### src/rtl/bf_alu.sv
// bf_alu: 8-bit tape-cell update unit (keep / decrement / increment).
// Ports: clk, rst (async, active-high); a, nochange, decrement,
//   increment in; out, zero, wrap, sel_err combinational out;
//   out_q, zero_q, err_sticky registered out.
module bf_alu #(
  parameter int WIDTH = 8
) (
  input  logic             clk,
  input  logic             rst,
  input  logic [WIDTH-1:0] a,
  input  logic             nochange,
  input  logic             decrement,
  input  logic             increment,
  output logic [WIDTH-1:0] out,
  output logic             zero,
  output logic             wrap,
  output logic             sel_err,
  output logic [WIDTH-1:0] out_q,
  output logic             zero_q,
  output logic             err_sticky
);

  localparam logic [WIDTH-1:0] ONE  = WIDTH'(1);
  localparam logic [WIDTH-1:0] ZERO = '0;
  localparam logic [WIDTH-1:0] ALL1 = '1;

  logic [2:0]       sel;
  logic [WIDTH-1:0] a_dec;
  logic [WIDTH-1:0] a_inc;

  assign sel   = {increment, decrement, nochange};
  assign a_dec = a - ONE;
  assign a_inc = a + ONE;

  // Any pattern other than a single hot select passes a through
  // and flags an error; there is deliberately no priority.
  always_comb begin
    out     = a;
    wrap    = 1'b0;
    sel_err = 1'b0;
    case (sel)
      3'b001: out = a;
      3'b010: begin
        out  = a_dec;
        wrap = (a == ZERO);
      end
      3'b100: begin
        out  = a_inc;
        wrap = (a == ALL1);
      end
      default: sel_err = 1'b1;
    endcase
  end

  assign zero = (out == ZERO);

  always_ff @(posedge clk or posedge rst) begin
    if (rst) begin
      out_q      <= ZERO;
      zero_q     <= 1'b0;
      err_sticky <= 1'b0;
    end else begin
      out_q      <= out;
      zero_q     <= zero;
      err_sticky <= err_sticky | sel_err;
    end
  end

endmodule

### config.mk
export PLATFORM = sky130hd
export DESIGN_NAME = bf_alu
export DESIGN_NICKNAME = d
export VERILOG_FILES = /design/src/rtl/bf_alu.sv
export SDC_FILE = /design/constraint.sdc
export NUM_CORES = 1
export LEC_CHECK = 0
export CAP_MARGIN = 0
export CORE_MARGIN = 4
export CORE_UTILIZATION = 41
export CTS_BUF_LIST = sky130_fd_sc_hd__clkbuf_16
export CTS_CLUSTER_SIZE = 25
export DETAILED_ROUTE_END_ITERATION = 6
export PLACE_DENSITY_LB_ADDON = 0.15
export SYNTH_ARGS = -nofsm -noshare
export SYNTH_HDL_FRONTEND = slang
export SYNTH_SLANG_ARGS = --single-unit
### constraint.sdc
create_clock -name clk -period 2.8 [get_ports clk]
set_input_delay 0.42 -clock clk [delete_from_list [all_inputs] [get_ports clk]]
set_output_delay 0.42 -clock clk [all_outputs]
set_load 0.01 [all_outputs]
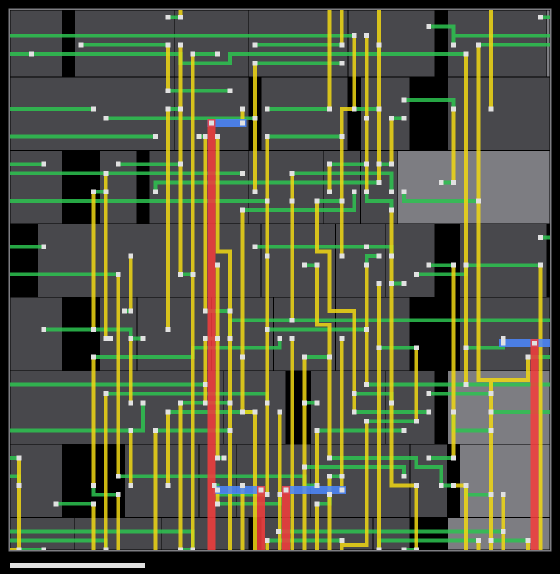
(run_1/detail.png)
Bar = 5 µm. Region (16, 26) to (36, 46) µm. Cells in gray, sequential cells in the stronger gray; small squares are vias.
legend:
  green:
    layer: metal 1
  yellow:
    layer: metal 2
  red:
    layer: metal 4
  blue:
    layer: metal 3
sequential cells in the window: 1
netlist names of flops here include: out_q (1)
most frequent: buf_4 (9), clkdlybuf4s50_1 (4), nand2_1 (3)
cells with their middle in the window: 37

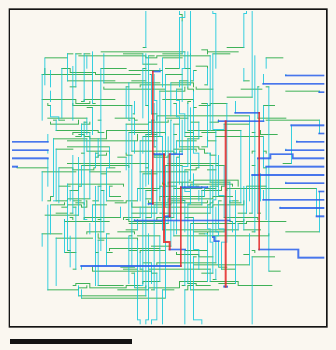
(run_1/wires.png)
Bar = 20 µm.
legend:
  red:
    layer: metal 4
    wire_length: 111 µm
  green:
    layer: metal 1
    wire_length: 1040 µm
  cyan:
    layer: metal 2
    wire_length: 1360 µm
  blue:
    layer: metal 3
    wire_length: 180 µm
overall fraction of global-route tracks in use: 0.2215
average wire per standard cell: 15.95 µm
Detailed Route WL: 2696 µm
via count of the routed design: 877

==> run summary, run 1 <==
Cts hold-fix bufs -> 0
Placeable core region -> 0.001783 mm²
Late-Pin Clk Latency -> 0.24 ns
Outcome -> finished, violations left
Main area contributors -> sky130_fd_sc_hd__dfrtp_1, sky130_fd_sc_hd__ha_1, sky130_fd_sc_hd__xor2_1
Setup WS pre-CTS -> -1.077 ns
TritonCTS Sinks -> 10
Most frequently used flop master after synthesis -> sky130_fd_sc_hd__dfrtp_1
Slew @ Worst Pin -> 0.3626 ns
Post-route DRC -> 0
Setup-violating endpoint count in the final report -> 2
Diode count -> 0
Power density normalized to cell area -> 460.7 mW/mm²
Sort of element at the end of the critical path -> primary output
Iteration-0 DRC Markers -> 14
Post-synthesis cell type with the largest combined area -> sky130_fd_sc_hd__dfrtp_1
Switching part of the total -> 0.2901
Leakage power of the design -> 0.6709 nW
Synthesis-stage register bit count -> 10
Count of warnings emitted by yosys -> 0
Remaining antenna violation count -> 0
Number of global-route vias before repair -> 927
Highest-count cells in the layout ignoring fill and taps -> sky130_fd_sc_hd__buf_4, sky130_fd_sc_hd__clkdlybuf4s50_1, sky130_fd_sc_hd__dfrtp_1
Max-cap violations -> 0
Instance count of the mapped netlist -> 85
Count of library flops with an enable pin -> 0
Critical Path RT -> 2.38 ns
Die width -> 51.92 µm
Count of cells resized by post-cts repair -> 52
Post-synthesis cell count from yosys -> 85
Tool Warnings -> 29
Critical Path Source Type -> primary input
Share of post-route cells with drive strength above 1 -> 0.4236
Pin count of the biggest net entering global routing -> 13
YS chip area -> 790.8 µm²
Placed cell count -> 161
Number of I/O pins -> 34
Non-filler instance count after layout -> 169
Clock transition at the registers of the reported paths -> 0.04 ns
H-Tree Depth -> 1
Die span in y -> 51.92 µm
Final-stage net count -> 166
Maximum net fanout on the critical path -> 5
Number of distinct standard cells referenced by the synthesized netlist -> 32
Vias per inst -> 5.189
Routability cong. -> 0.8335
Pre-Place Util -> 0.4435
Area overhead of the layout relative to synthesis -> 91.14%
Buffers from clock root to sink, at most -> 2
Sequential group share of total power -> 0.235
Peak supply drop -> 0.0004508 V
Time the worst path needs with I/O delays and setup -> 2.949 ns
TritonCTS buffer count -> 3
TritonCTS clock tree -> built
Area fraction of the dominant cell type after synthesis -> 0.3165
Overall die area -> 0.002695 mm²
Clock tree root buffer cell -> sky130_fd_sc_hd__clkbuf_16
Residual overflow from global routing -> 0
Count of input and output buffers -> 33
Critical path data arrival time -> 2.53 ns
Net Sw Power -> 0.2020 mW
Final hold violation count -> 0
Post-Synthesis Cell Area -> 790.8 µm²
Worst max-slew margin expressed relative to the limit -> 0.7580
Combinational Power Share -> 0.396
Final Max-Slew Violation Tally -> 0
HPWL after detailed placement -> 1697 µm
Highest-count logic cell in the final layout -> sky130_fd_sc_hd__buf_4
RSZ-0062 raised after global routing -> yes
Sequential share of the synthesized area -> 0.3165
Rows -> 15
Maximum achievable frequency -> 339.1 MHz
Fraction of power consumed by the clock network -> 0.370
Post-route fraction of the period consumed by the critical path -> 1.053
Wire length of the first global-routing pass -> 4319 µm
Total setup buffers inserted after CTS -> 3
Number of nets in the synthesized netlist -> 106
WS Path Type -> in -> out
Failing checks -> negative setup slack
Int Pwr -> 0.4944 mW
Number of antenna violations at the first check in global routing -> 0
Final worst clock skew -> 0 ns
Worst min path class -> in -> async
Pre-antenna DRT Iters -> 4
Synth Area per Inst -> 9.303 µm²
Share of synthesized registers carrying an async set or reset -> 1.000
Worst-case setup margin in the final layout -> -0.1494 ns
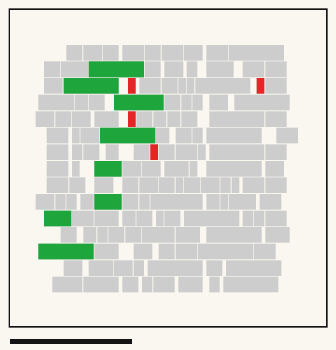
(run_1/logic_types.png)
Bar = 20 µm.
legend:
  green:
    family: fa/ha/maj cells
    cells: 8
  red:
    family: inv cells
    cells: 4

-- run 1: Yosys cell counts, drive strengths merged, types with 3 or more instances --
master and count:
o21ai 13, dfrtp 10, ha 7, nand2 7, xor2 6, inv 4, xnor2 4, a21oi 3
buf 3, nand2b 3, nor2 3
-- run 1: power groups by stage --
stage	Sequential, mW	Combinational (mW)	Clock, mW
2_1_floorplan	0.173	0.0962	0
4_1_cts	0.164	0.253	0.260
6_report	0.163	0.276	0.257
3_5_place_dp	0.165	0.232	0
3_3_place_gp	0.165	0.228	0
5_1_grt	0.165	0.298	0.270
-- run 1: logic make-up (layout without fill, tap and decap cells) --
logic type	after synthesis	in the layout	share of synthesized area
AOI/OAI and AO/OA	22	22	0.1693
xor gates and xnor gates	10	10	0.1108
adders and majority gates	8	8	0.1361
buffers and inverters	7	66	0.04588
DFF	10	10	0.3165
muxes	3	3	0.04430
and+or+nand+nor	25	25	0.1772
-- run 1: routing by layer --
metal / up-vias / GRT usage / share of wire
met5: - / 0 / 0
met4: 0 / 0.1485 / 0.041
met3: 12 / 0.04585 / 0.066
met2: 35 / 0.3933 / 0.51
met1: 413 / 0.2308 / 0.39
li1: 417 / - / -
-- run 1: registers in the layout, indices dropped and copies added, names as in the netlist --
signal	flops
err_sticky	1
out_q	8
zero_q	1
-- run 1: critical path: stages --
cell and delay [ns]:
sky130_fd_sc_hd__buf_8 0.10, sky130_fd_sc_hd__or3b_4 0.45, sky130_fd_sc_hd__buf_6 0.15, sky130_fd_sc_hd__ha_4 0.27, sky130_fd_sc_hd__o21ai_2 0.05, sky130_fd_sc_hd__o21ai_2 0.15, sky130_fd_sc_hd__o21ai_1 0.11, sky130_fd_sc_hd__xor2_1 0.23
sky130_fd_sc_hd__o21ai_2 0.12, sky130_fd_sc_hd__nor4b_4 0.30, sky130_fd_sc_hd__buf_2 0.18
-- run 1: cell type report --
| cell class | count | area (µm²) |
|---|---|---|
| inverter | 4 | 15.01 |
| tap | 25 | 31.28 |
| fill | 96 | 271.5 |
| sequential | 10 | 250.2 |
| timing repair buffer | 58 | 513.0 |
| clock inverter | 1 | 3.754 |
| multi-input combinational | 68 | 623.1 |
| clock buffer | 3 | 75.07 |
-- run 1: metrics by stage --
| stage | instance area (µm²) | hold slack, ns | power [mW] | util | TNS, ns |
|---|---|---|---|---|---|
| 3_3_place_gp | 1289 | 0.4576 | 0.3922 | 0.7228 | -5.852 |
| 5_1_grt | 1511 | 0.5037 | 0.7334 | 0.8477 | -0.5227 |
| 4_1_cts | 1428 | 0.4758 | 0.6763 | 0.8007 | -0.1921 |
| 3_5_place_dp | 1289 | 0.4666 | 0.3970 | 0.7228 | -6.203 |
| 2_1_floorplan | 790.8 | 0.2602 | 0.2696 | - | 0 |
| 6_report | 1511 | 0.4655 | 0.6964 | 0.8477 | -0.1985 |
-- run 1: worst paths after layout --
path,endpoint,slack [ns],cells after the start,start
max,zero,-0.15,11,decrement
min,out_q[2],0.47,2,rst
max reg2reg,err_sticky,1.99,1,err_sticky
min reg2reg,err_sticky,0.50,1,err_sticky
max in group asynchronous,err_sticky,2.07,2,rst
min in group clk,err_sticky,0.50,1,err_sticky
==> run 1 -> run 2 <==
--- a/config.mk
+++ b/config.mk
@@ -5,6 +5,7 @@
 export SDC_FILE = /design/constraint.sdc
 export NUM_CORES = 1
 export LEC_CHECK = 0
+export ABC_CLOCK_PERIOD_IN_PS = 2800
 export CAP_MARGIN = 0
 export CORE_MARGIN = 4
 export CORE_UTILIZATION = 41
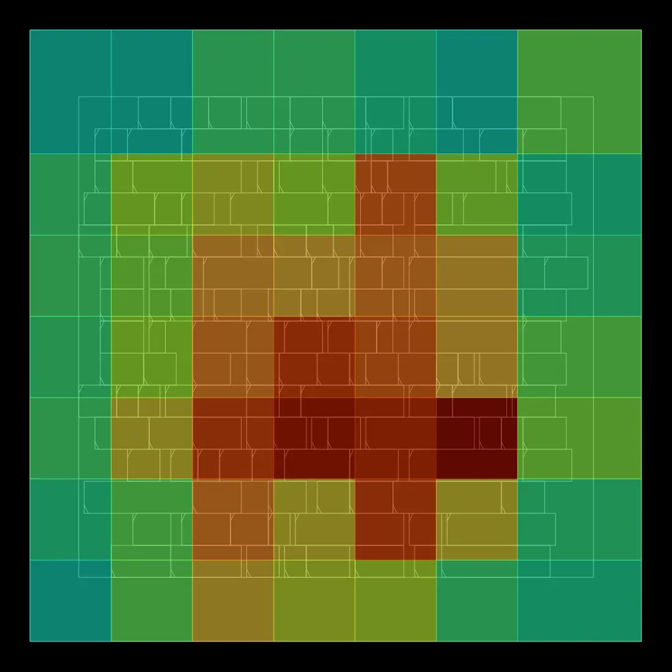
(run_2/congestion.png)
final core utilization: 0.8477
global routing's busiest layer: met2
GRT met1 Usage: 0.2308

==> run summary, run 2 <==
Outcome -> finished, violations left
Failing checks -> negative setup slack
H-Tree Depth -> 1 (unchanged)
Pre-antenna DRT Iters -> 4 (unchanged)
Placed Instance Area -> 0.001289 mm² (unchanged)
Number of nets in the synthesized netlist -> 106 (unchanged)
Synthesis-stage register bit count -> 10 (unchanged)
FF-to-FF path depth -> 1 (unchanged)
Count of input and output buffers -> 33 (unchanged)
Max-cap violations -> 0 (unchanged)
Share of post-route cells with drive strength above 1 -> 0.4236 (unchanged)
Most frequent cells after synthesis -> sky130_fd_sc_hd__dfrtp_1, sky130_fd_sc_hd__o21ai_0, sky130_fd_sc_hd__ha_1, sky130_fd_sc_hd__nand2_1, sky130_fd_sc_hd__xor2_1
TritonCTS clock tree -> built
Time the worst path needs with I/O delays and setup -> 2.949 ns (unchanged)
YS chip area -> 790.8 µm² (unchanged)
Average wire per standard cell -> 15.95 µm (unchanged)
Worst r2r dst -> err_sticky
Late-Pin Clk Latency -> 0.24 ns (about the same)
RSZ-0062 raised after global routing -> yes
Wire length of the first global-routing pass -> 4319 µm (unchanged)
Peak supply drop -> 0.0004508 V (unchanged)
Critical Path RT -> 2.38 ns (about the same)
Post-synthesis cell type with the largest combined area -> sky130_fd_sc_hd__dfrtp_1
Remaining antenna violation count -> 0 (unchanged)
Post-route fraction of the period consumed by the critical path -> 1.053 (unchanged)
Worst-case setup margin in the final layout -> -0.1494 ns (unchanged)
Worst min path class -> in -> async
Buffers from clock root to sink, at most -> 2 (unchanged)
Detailed Route WL -> 2696 µm (unchanged)
Slowest cell on the critical path -> sky130_fd_sc_hd__or3b_4
Worst hold-check slack -> 0.4655 ns (unchanged)
Register containing the most flip-flops in the final layout -> out_q
Count of warnings emitted by yosys -> 0 (unchanged)
Cts hold-fix bufs -> 0 (unchanged)
Routability cong. -> 0.8335 (unchanged)
Delay contributed by the slowest stage of the critical path -> 0.45 ns (about the same)
WS Path Type -> in -> out
Number of antenna violations at the first check in global routing -> 0 (unchanged)
Area overhead of the layout relative to synthesis -> 91.14% (unchanged)
Number of global-route vias before repair -> 927 (unchanged)
TritonCTS Sinks -> 10 (unchanged)
Tool Warnings -> 29 (unchanged)
Total Neg Setup Slack -> -0.1985 ns (unchanged)
TritonCTS buffer count -> 3 (unchanged)
Post-route DRC -> 0 (unchanged)
Highest-count logic cell in the final layout -> sky130_fd_sc_hd__buf_4
Setup-violating endpoint count in the final report -> 2 (unchanged)
Pin count of the biggest net entering global routing -> 13 (unchanged)
Startpoint of the lowest-slack register-to-register path -> err_sticky
Die span in y -> 51.92 µm (unchanged)
Sort of element at the end of the critical path -> primary output
Clock transition at the registers of the reported paths -> 0.04 ns (about the same)
Area fraction of the dominant cell type after synthesis -> 0.3165 (unchanged)
Die width -> 51.92 µm (unchanged)
Critical Path Source Type -> primary input
Number of I/O pins -> 34 (unchanged)
Most numerous cell on the critical path -> sky130_fd_sc_hd__o21ai_2
Slew @ Worst Pin -> 0.3626 ns (unchanged)
Biggest regs -> out_q: 8 flops, err_sticky: 1 flops, zero_q: 1 flops
Setup WS pre-CTS -> -1.077 ns (unchanged)
Register-to-register setup slack -> 1.99 ns (about the same)
Overall fraction of global-route tracks in use -> 0.2215 (unchanged)
Residual overflow from global routing -> 0 (unchanged)
Total design power -> 0.6964 mW (unchanged)
Start point of the critical path -> decrement
Filler cell count in the final layout -> 96 (unchanged)
Power density normalized to cell area -> 460.7 mW/mm² (unchanged)
Rows -> 15 (unchanged)
Diode count -> 0 (unchanged)
Iteration-0 DRC Markers -> 14 (unchanged)
Main area contributors -> sky130_fd_sc_hd__dfrtp_1, sky130_fd_sc_hd__ha_1, sky130_fd_sc_hd__xor2_1
Vias per inst -> 5.189 (unchanged)
Critical path data arrival time -> 2.53 ns (about the same)
Max reg flops -> 8 (unchanged)
run 2: cell counts after synthesis:
No cell type changed its count.
run 2: final cells by class:
type                    count  area, µm²  share of cell area
inverters                   4      15.01            0.009934
repair buffers             58      513.0              0.3394
multi-input cells          68      623.1              0.4123
clock inverters             1      3.754            0.002483
flip-flops and latches     10      250.2              0.1656
clock buffers               3      75.07             0.04967
well taps                  25      31.28             0.02070
run 2: worst max-delay path, delay by kind of cell:
kind / cells / cell delay, ns
adder cells (fa/ha/maj): 1 / 0.27
AND/OR/NAND/NOR: 2 / 0.75
buffers and inverters: 3 / 0.43
AND-OR/OR-AND: 4 / 0.43
XOR/XNOR: 1 / 0.23
run 2: logic make-up (layout without fill, tap and decap cells):
group           Yosys count  after routing  synth area share
compound gates           22             22            0.1693
xor+xnor                 10             10            0.1108
fa+ha+maj                 8              8            0.1361
buf+inv                   7             66           0.04588
flops                    10             10            0.3165
mux                       3              3           0.04430
simple gates             25             25            0.1772
run 2: per-layer routing:
layer,vias up,part of all wire,global-route usage,routed length (µm)
li1,417,-,-,-
met1,413,0.39,0.2308,1043
met2,35,0.51,0.3933,1362
met3,12,0.066,0.04585,179
met4,0,0.041,0.1485,111
met5,-,0,0,0
run 2: worst max path at each step:
stage	endpoint	slack (ns)
after floorplan	zero	0.003
after global placement	zero	-1.02
after detailed placement	zero	-1.08
after CTS	zero	-0.16
after global routing	zero	-0.27
final	zero	-0.15
run 2: power breakdown:
| part | switching [mW] | total (mW) | internal, mW |
|---|---|---|---|
| registers | 0.00389 | 0.163 | 0.159 |
| clock network | 0.0700 | 0.257 | 0.187 |
| logic | 0.128 | 0.276 | 0.147 |
| total | 0.202 | 0.696 | 0.494 |
run 2: repair_timing:
action / in CTS / in global routing
resized: 52 / 17
endpoints found under the setup margin: 9 / 7
pin swaps: 11 / 12
setup buffers: 3 / 3
==> run_2/detail.png <==
Bar = 5 µm. Region (16, 26) to (36, 46) µm. Cells in gray, sequential cells in the stronger gray; small squares are vias.
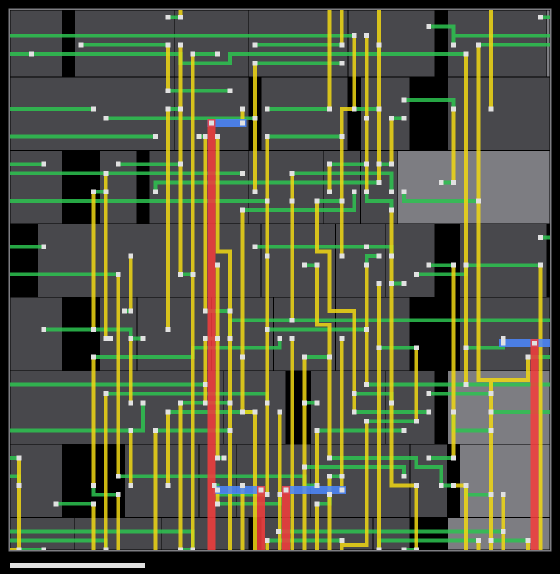

==> run 2 -> run 3 <==
--- a/config.mk
+++ b/config.mk
@@ -9,10 +9,11 @@
 export CAP_MARGIN = 0
 export CORE_MARGIN = 4
 export CORE_UTILIZATION = 41
-export CTS_BUF_LIST = sky130_fd_sc_hd__clkbuf_16
+export CTS_BUF_LIST = sky130_fd_sc_hd__clkbuf_8 sky130_fd_sc_hd__clkbuf_16
 export CTS_CLUSTER_SIZE = 25
 export DETAILED_ROUTE_END_ITERATION = 6
 export PLACE_DENSITY_LB_ADDON = 0.15
+export SETUP_SLACK_MARGIN = 0.4
 export SYNTH_ARGS = -nofsm -noshare
 export SYNTH_HDL_FRONTEND = slang
 export SYNTH_SLANG_ARGS = --single-unit
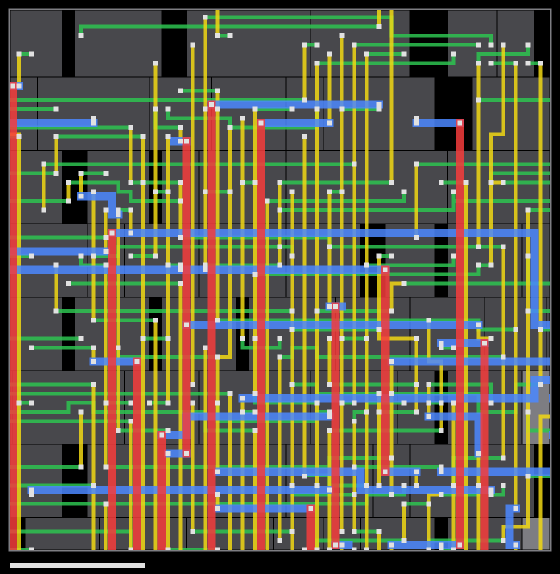
(run_3/detail.png)
Bar = 5 µm. Region (16, 26) to (36, 46) µm. Cells in gray, sequential cells in the stronger gray; small squares are vias.
legend:
  blue:
    layer: metal 3
  red:
    layer: metal 4
  yellow:
    layer: metal 2
  green:
    layer: metal 1
cells with their middle in the window: 43
most frequent: buf_4 (12)
sequential cells in the window: 0

==> run summary, run 3 <==
H-Tree Depth -> 1 (unchanged)
Final hold violation count -> 0
Delay contributed by the slowest stage of the critical path -> 0.46 ns (about the same)
Post-route DRC -> 0 (unchanged)
Final instance area -> 0.001649 mm²
WS Path Type -> in -> out
Peak supply drop -> 0.0003526 V (-22%)
Max-cap violations -> 0 (unchanged)
Number of antenna violations at the first check in global routing -> 0 (unchanged)
Share of synthesized registers carrying an async set or reset -> 1.000
Final Max-Slew Violation Tally -> 0
Post-route fraction of the period consumed by the critical path -> 1.121 (+0.06764)
Dominant delay contributor by cell family on the critical path -> simple AND/OR/NAND/NOR gates
CP Buf/Inv Count -> 5 (+2)
Instance count of the mapped netlist -> 85
Slowest cell on the critical path -> sky130_fd_sc_hd__or3b_4
Pre-Place Util -> 0.4435
Worst-case setup margin in the final layout -> -0.3388 ns (-0.1894 ns)
Main area contributors -> sky130_fd_sc_hd__dfrtp_1, sky130_fd_sc_hd__ha_1, sky130_fd_sc_hd__xor2_1
Highest-count logic cell in the final layout -> sky130_fd_sc_hd__buf_4
Filler cell count in the final layout -> 56 (-42%)
Sequential share of the synthesized area -> 0.3165
Leakage power of the design -> 0.7501 nW
Remaining antenna violation count -> 0 (unchanged)
Area overhead of the layout relative to synthesis -> 108.5%
Count of input and output buffers -> 33 (unchanged)
Area fraction of the dominant cell type after synthesis -> 0.3165 (unchanged)
FF-to-FF path depth -> 1 (unchanged)
Setup-violating endpoint count in the final report -> 4 (+2)
Routability cong. -> 0.8047 (-3.5%)
Slew @ Worst Pin -> 0.3876 ns (+0.02502 ns)
Detailed Route WL -> 3794 µm (+41%)
Number of I/O pins -> 34 (unchanged)
RSZ-0062 raised after global routing -> yes
Most frequent cells after synthesis -> sky130_fd_sc_hd__dfrtp_1, sky130_fd_sc_hd__o21ai_0, sky130_fd_sc_hd__ha_1, sky130_fd_sc_hd__nand2_1, sky130_fd_sc_hd__xor2_1
Clock tree root buffer cell -> sky130_fd_sc_hd__clkbuf_8
Critical Path Source Type -> primary input
Pre-antenna DRT Iters -> 4 (unchanged)
Max reg flops -> 8 (unchanged)
TritonCTS clock tree -> built
Late-Pin Clk Latency -> 0.23 ns (about the same)
Rows -> 15 (unchanged)
Register-to-register setup slack -> 2.01 ns (+0.02 ns)
Pin count of the biggest net entering global routing -> 11 (-2)
Number of nets in the synthesized netlist -> 106 (unchanged)
Iteration-0 DRC Markers -> 39 (+25)
HPWL after detailed placement -> 1832 µm
Die span in y -> 51.92 µm (unchanged)
Worst min path class -> in -> async
Count of warnings emitted by yosys -> 0 (unchanged)
YS chip area -> 790.8 µm² (unchanged)
TritonCTS buffer count -> 3 (unchanged)
Die width -> 51.92 µm (unchanged)
Time the worst path needs with I/O delays and setup -> 3.139 ns (+0.1894 ns)
Final core utilization -> 0.9249 (+0.07719)
Overall fraction of global-route tracks in use -> 0.2189 (-0.002546)
Biggest regs -> out_q: 8 flops, err_sticky: 1 flops, zero_q: 1 flops
Via count of the routed design -> 1048
Power density normalized to cell area -> 415.7 mW/mm² (-9.8%)
Non-filler instance count after layout -> 180
Failing checks -> negative setup slack
Number of global-route vias before repair -> 897 (-3.2%)
Worst r2r dst -> err_sticky
Critical path data arrival time -> 2.72 ns (+0.19 ns)
Post-synthesis cell type with the largest combined area -> sky130_fd_sc_hd__dfrtp_1
Buffers from clock root to sink, at most -> 2 (unchanged)
Placed Instance Area -> 0.001349 mm² (+4.7%)
Diode count -> 0 (unchanged)
Critical Path RT -> 2.38 ns (about the same)
Final worst clock skew -> 0 ns
Outcome -> finished, violations left
Share of post-route cells with drive strength above 1 -> 0.5355 (+0.1119)
Most numerous cell on the critical path -> sky130_fd_sc_hd__buf_6
Residual overflow from global routing -> 0 (unchanged)
Wire length of the first global-routing pass -> 4215 µm (-2.4%)
Tool Warnings -> 30 (+3.4%)
Average wire per standard cell -> 21.08 µm (+32%)
Vias per inst -> 5.822 (+12%)
TritonCTS Sinks -> 10 (unchanged)
Sort of element at the end of the critical path -> primary output
Synthesis-stage register bit count -> 10 (unchanged)
Startpoint of the lowest-slack register-to-register path -> err_sticky
Post-Synthesis Cell Area -> 790.8 µm²
Number of distinct standard cells referenced by the synthesized netlist -> 32
Clock transition at the registers of the reported paths -> 0.05 ns (about the same)
Synth Area per Inst -> 9.303 µm²
Register containing the most flip-flops in the final layout -> out_q
Count of library flops with an enable pin -> 0
Cts hold-fix bufs -> 0 (unchanged)
==> run 3: cell count changes in the layout (fill, tap and decap cells not counted), sizes merged <==
cell           change
buf               +15
dlygate4sd2        -1
clkdlybuf4s50      -3
clkinv             -1
dlymetal6s2s       +1
==> run 3: area by class of cell <==
cell class                 instances  area, µm²  area share
sequential                        10      250.2      0.1517
inverter                           4      15.01    0.009105
clock buffer                       4      55.05     0.03338
timing repair buffer              69      618.1      0.3748
multi-input combinational         68      679.4      0.4120
tap                               25      31.28     0.01897
==> run 3: worst max-delay path by stage <==
stage                          from  endpoint  slack, ns  cells past startpoint
after floorplan            nochange      zero       0.18                      8
after global placement    increment      zero      -0.94                     10
after detailed placement  increment      zero      -0.98                     10
after CTS                 decrement      zero      -0.23                     12
after global routing       nochange      zero      -0.42                     13
final                      nochange      zero      -0.34                     13
==> run 3: cells by family (layout without fill, tap and decap cells) <==
family                     count (synthesis)  in the layout  share of synthesized area
AOI/OAI and AO/OA                         22             22                     0.1693
xor gates and xnor gates                  10             10                     0.1108
adders and majority gates                  8              8                     0.1361
buffers and inverters                      7             77                    0.04588
DFF                                       10             10                     0.3165
muxes                                      3              3                    0.04430
and+or+nand+nor                           25             25                     0.1772
==> run 3: where the power goes <==
part | internal, mW | switching (mW)
sequential | 0.159 | 0.00510
clock | 0.123 | 0.0524
combinational | 0.183 | 0.163
==> run 3: what timing repair did <==
action	CTS	global route
endpoints found under the setup margin	13	10
setup buffers	11	3
resized	66	24
pin swaps	18	17
==> run 3: per-stage QoR <==
step	setup WS [ns]	setup TNS [ns]	hold slack [ns]	power (mW)
2_1_floorplan	0.1812	0	0.2602	0.2801
3_3_place_gp	-0.9357	-4.692	0.4577	0.4026
3_5_place_dp	-0.9789	-4.998	0.4641	0.4106
4_1_cts	-0.2286	-0.2286	0.4692	0.6148
5_1_grt	-0.4249	-0.7717	0.5009	0.7200
6_report	-0.3388	-0.4382	0.4597	0.6855
==> run 3: routing by layer <==
metal / vias to the layer above / track usage / wire (µm)
li1: 439 / - / -
met1: 489 / 0.2161 / 1264
met2: 89 / 0.4184 / 1930
met3: 31 / 0.02292 / 316
met4: 0 / 0.1485 / 282
met5: - / 0 / 0
No activity file was given, so power comes from the tool's default toggle rates.
